File: src/rtl/snes_poll_sched.sv
// SNES pad poll sequencer: drives latch/data-clock, shifts in the serial word, publishes a registered button word.
// Optional build macro SNES_CHANGE_EN adds a buttons_changed strobe alongside buttons_valid.
module snes_poll_sched #(
  parameter int HALF_CYC    = 60,
  parameter int NUM_BITS    = 16,
  parameter int POLL_PERIOD = 166667
) (
  input  logic                clk,
  input  logic                reset_n,
  input  logic                auto_en,
  input  logic                poll_req,
  input  logic                snes_data,
  output logic                snes_latch,
  output logic                snes_clk,
  output logic [NUM_BITS-1:0] buttons,
  output logic                buttons_valid,
  output logic                busy,
  output logic                buttons_changed
);

  localparam int PW = $clog2(2 * HALF_CYC);
  localparam int IW = $clog2(NUM_BITS);
  localparam int TW = (POLL_PERIOD > 1) ? $clog2(POLL_PERIOD) : 1;

  localparam logic [PW-1:0] LATCH_LAST = PW'(2 * HALF_CYC - 1);
  localparam logic [PW-1:0] HALF_LAST  = PW'(HALF_CYC - 1);
  localparam logic [IW-1:0] IDX_LAST   = IW'(NUM_BITS - 1);
  localparam logic [TW-1:0] TIMER_LAST = TW'(POLL_PERIOD - 1);

  typedef enum logic [2:0] {
    S_IDLE,
    S_LATCH,
    S_GAP,
    S_LOW,
    S_HIGH,
    S_DONE
  } state_e;

  state_e              state_q, state_d;
  logic [PW-1:0]       phase_q, phase_d;
  logic [IW-1:0]       idx_q, idx_d;
  logic [TW-1:0]       timer_q, timer_d;
  logic                pending_q, pending_d;
  logic [NUM_BITS-1:0] shift_q, shift_d;
  logic [NUM_BITS-1:0] buttons_q, buttons_d;
  logic                valid_q, valid_d;
  logic                latch_q, sclk_q, busy_q;
  logic                timer_tick;
  logic                phase_last;
  logic                start;

  // Period timer runs free of the FSM; it only matters while auto_en is high.
  always_comb begin
    timer_tick = auto_en && (timer_q == TIMER_LAST);
    timer_d    = timer_q + TW'(1);
    if (!auto_en || timer_tick) begin
      timer_d = '0;
    end
  end

  always_comb begin
    state_d    = state_q;
    phase_d    = phase_q;
    idx_d      = idx_q;
    shift_d    = shift_q;
    buttons_d  = buttons_q;
    valid_d    = 1'b0;
    start      = 1'b0;
    phase_last = (state_q == S_LATCH) ? (phase_q == LATCH_LAST) : (phase_q == HALF_LAST);

    case (state_q)
      S_IDLE: begin
        phase_d = '0;
        idx_d   = '0;
        if (poll_req || pending_q || timer_tick) begin
          state_d = S_LATCH;
          start   = 1'b1;
        end
      end
      S_LATCH: begin
        phase_d = phase_q + PW'(1);
        if (phase_last) begin
          phase_d = '0;
          state_d = S_GAP;
        end
      end
      S_GAP: begin
        phase_d = phase_q + PW'(1);
        if (phase_last) begin
          phase_d    = '0;
          shift_d[0] = ~snes_data;
          idx_d      = IW'(1);
          state_d    = S_LOW;
        end
      end
      S_LOW: begin
        phase_d = phase_q + PW'(1);
        if (phase_last) begin
          phase_d = '0;
          state_d = S_HIGH;
        end
      end
      S_HIGH: begin
        phase_d = phase_q + PW'(1);
        if (phase_last) begin
          phase_d        = '0;
          shift_d[idx_q] = ~snes_data;
          if (idx_q < IDX_LAST) begin
            idx_d   = idx_q + IW'(1);
            state_d = S_LOW;
          end else begin
            state_d = S_DONE;
          end
        end
      end
      S_DONE: begin
        buttons_d = shift_q;
        valid_d   = 1'b1;
        state_d   = S_IDLE;
      end
      default: state_d = S_IDLE;
    endcase
  end

  // One-deep pending flag absorbs any requests seen while a poll is running.
  always_comb begin
    pending_d = pending_q;
    if (start) begin
      pending_d = 1'b0;
    end else if ((state_q != S_IDLE) && (poll_req || timer_tick)) begin
      pending_d = 1'b1;
    end
  end

  always_ff @(posedge clk or negedge reset_n) begin
    if (!reset_n) begin
      state_q   <= S_IDLE;
      phase_q   <= '0;
      idx_q     <= '0;
      timer_q   <= '0;
      pending_q <= 1'b0;
      shift_q   <= '0;
      buttons_q <= '0;
      valid_q   <= 1'b0;
      latch_q   <= 1'b0;
      sclk_q    <= 1'b1;
      busy_q    <= 1'b0;
    end else begin
      state_q   <= state_d;
      phase_q   <= phase_d;
      idx_q     <= idx_d;
      timer_q   <= timer_d;
      pending_q <= pending_d;
      shift_q   <= shift_d;
      buttons_q <= buttons_d;
      valid_q   <= valid_d;
      // Pad pins come straight from flops so they never glitch on state decode.
      latch_q   <= (state_d == S_LATCH);
      sclk_q    <= (state_d != S_LOW);
      busy_q    <= (state_d != S_IDLE);
    end
  end

`ifdef SNES_CHANGE_EN
  logic changed_q, changed_d;

  always_comb begin
    changed_d = (state_q == S_DONE) && (shift_q != buttons_q);
  end

  always_ff @(posedge clk or negedge reset_n) begin
    if (!reset_n) begin
      changed_q <= 1'b0;
    end else begin
      changed_q <= changed_d;
    end
  end

  assign buttons_changed = changed_q;
`else
  assign buttons_changed = 1'b0;
`endif

  assign snes_latch    = latch_q;
  assign snes_clk      = sclk_q;
  assign buttons       = buttons_q;
  assign buttons_valid = valid_q;
  assign busy          = busy_q;

endmodule

File: config.mk
export PLATFORM = sky130hd
export DESIGN_NAME = snes_poll_sched
export DESIGN_NICKNAME = d
export VERILOG_FILES = /design/src/rtl/snes_poll_sched.sv
export SDC_FILE = /design/constraint.sdc
export NUM_CORES = 1
export LEC_CHECK = 0
export CAP_MARGIN = 20
export CORE_UTILIZATION = 60
export DETAILED_ROUTE_END_ITERATION = 8
export PLACE_DENSITY = 0.79
export SETUP_SLACK_MARGIN = 0.2
export SLEW_MARGIN = 20
export SYNTH_ARGS = -nofsm -noshare
export SYNTH_HDL_FRONTEND = slang
export SYNTH_SLANG_ARGS = --single-unit
File: constraint.sdc
create_clock -name clk -period 4.09 [get_ports clk]
set_input_delay 1.227 -clock clk [delete_from_list [all_inputs] [get_ports clk]]
set_output_delay 1.227 -clock clk [all_outputs]
set_load 0.02 [all_outputs]
==> job_summary.md <==
### Yosys + OpenROAD results

| Metric | Value |
|---|---|
| Proportion of cell area spent on the clock network | 6.11% |
| Number of clock buffers inserted by TritonCTS | 9 |
| Remaining antenna violation count after routing | 0 |
| Worst flop-to-flop path endpoint | shift_q[4] |
| Number of antenna cells inserted | 0 |
| Final Hold Violating Endpoints | 0 |
| Path type of the worst min-delay path | register to register |
| Well-Tap Cells | 72 |
| Result of the run | finished, final reports clean |
| Share of synthesized registers carrying an async set or reset | 100% |
| I/O pin cnt | 26 |
| Syn_area_per_cell | 9.75 µm² |
| Met3 Use GR | 4.47% |
| Worst hold slack | 0.484 ns |
| CTS Root Cell | sky130_fd_sc_hd__clkbuf_8 |
| Floorplan-stage core utilization | 61.9% |
| Fraction of met2 tracks used by global routing | 39.9% |
| Global routing's busiest layer | met2 |
| Unique masters post-synth | 53 |
| Final setup margin | 1.41 ns |
power breakdown:
group          switching, mW  internal (mW)
registers            0.00580          0.692
clock network          0.267          0.405
logic                 0.0270         0.0114
logic make-up (layout without fill, tap and decap cells):
kind of cell / Yosys count / in the layout / synth area share (%)
compound gates: 69 / 69 / 13.4
fa+ha+maj: 7 / 7 / 2.57
flops: 69 / 69 / 50.7
simple gates: 132 / 132 / 20.1
xor+xnor: 12 / 12 / 3.08
other cells: 1 / 1 / 0.110
buf+inv: 43 / 66 / 5.14
mux: 17 / 17 / 4.99
state kept, by name, summed over array words and instances, names as in the netlist:
name	count
idx_q	4
buttons	16
pending_q	1
snes_clk	1
busy	1
snes_latch	1
shift_q	16
state_q	3
phase_q	7
timer_q	18
buttons_valid	1
worst max-delay path by stage:
stage / startpoint / to
after detailed placement: poll_req / state_q[0]
after floorplan: poll_req / state_q[0]
after CTS: snes_clk / snes_clk
after global placement: auto_en / timer_q[11]
final: snes_clk / snes_clk
after global routing: state_q[1] / shift_q[4]
synth_stat cells (all sizes together), types with 5 or more instances:
| master | number |
|---|---|
| o21ai | 31 |
| dfrtp | 68 |
| a21oi | 8 |
| nand3 | 21 |
| nor2 | 22 |
| nor2b | 5 |
| nand2 | 35 |
| clkbuf | 15 |
| ha | 7 |
| mux2i | 17 |
| inv | 24 |
| nand4 | 11 |
| xor2 | 8 |
| and3 | 10 |
placed cells by master (no fill, tap or decap), drive strengths merged, types with 4 or more instances in the layout:
cell,synthesis,final
nand4,11,11
and3,10,10
clkbuf,15,10
a31oi,4,4
inv,24,24
dfrtp,68,68
and4,4,4
xnor2,4,4
nor2b,5,5
clkdlybuf4s50,0,23
xor2,8,8
o21ai,31,31
nor2,22,22
o21a,4,4
nand3,21,21
mux2i,17,17
nand2,35,35
ha,7,7
a21oi,8,8
Fig. 1: placement by cell class
Bar = 20 µm.
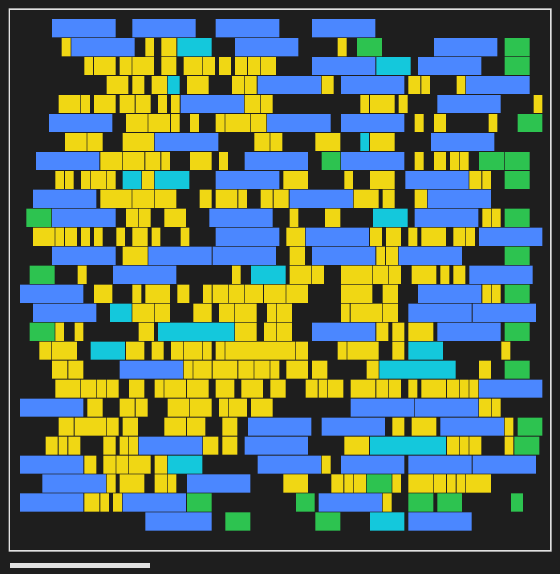
- cyan: clock drivers and dummy loads (cells 16)
- blue: flops (cells 69)
- yellow: combinational and other logic (cells 262)
- green: other buffers and delay cells (cells 26)

Fig. 2: signal wires on met1
Supply wires on this layer in gray.
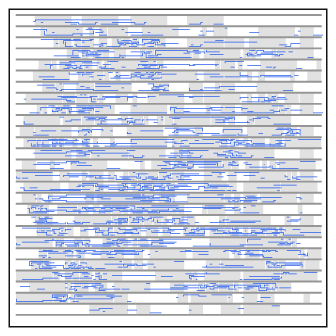
- share of all routed wire: 46%
- longest straight run: 24.8 µm
- wire length on this layer: 3040 µm
- nets with wire on the layer: 341
- main direction: horizontal
overall via count from detail_route: 2598
detailed-route wire length: 6660 µm
met1 Resource Use GR: 32.5%

Fig. 3: cell sizes after repair
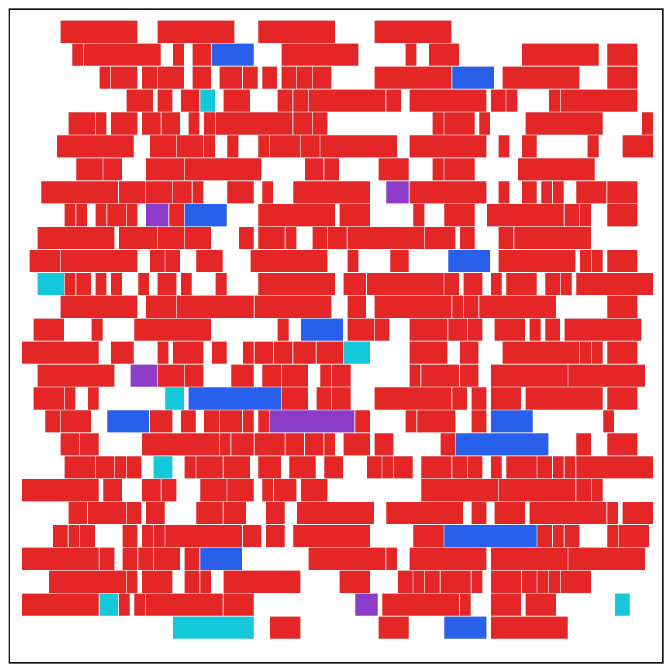
- purple: _3 and _4 cells (cells 5; share 1.3%)
- red: _0 and _1 cells (cells 348; share 93%)
- blue: _6 and larger (cells 12; share 3.2%)
- cyan: _2 cells (cells 8; share 2.1%)

Power and IR drop assume default switching activity.
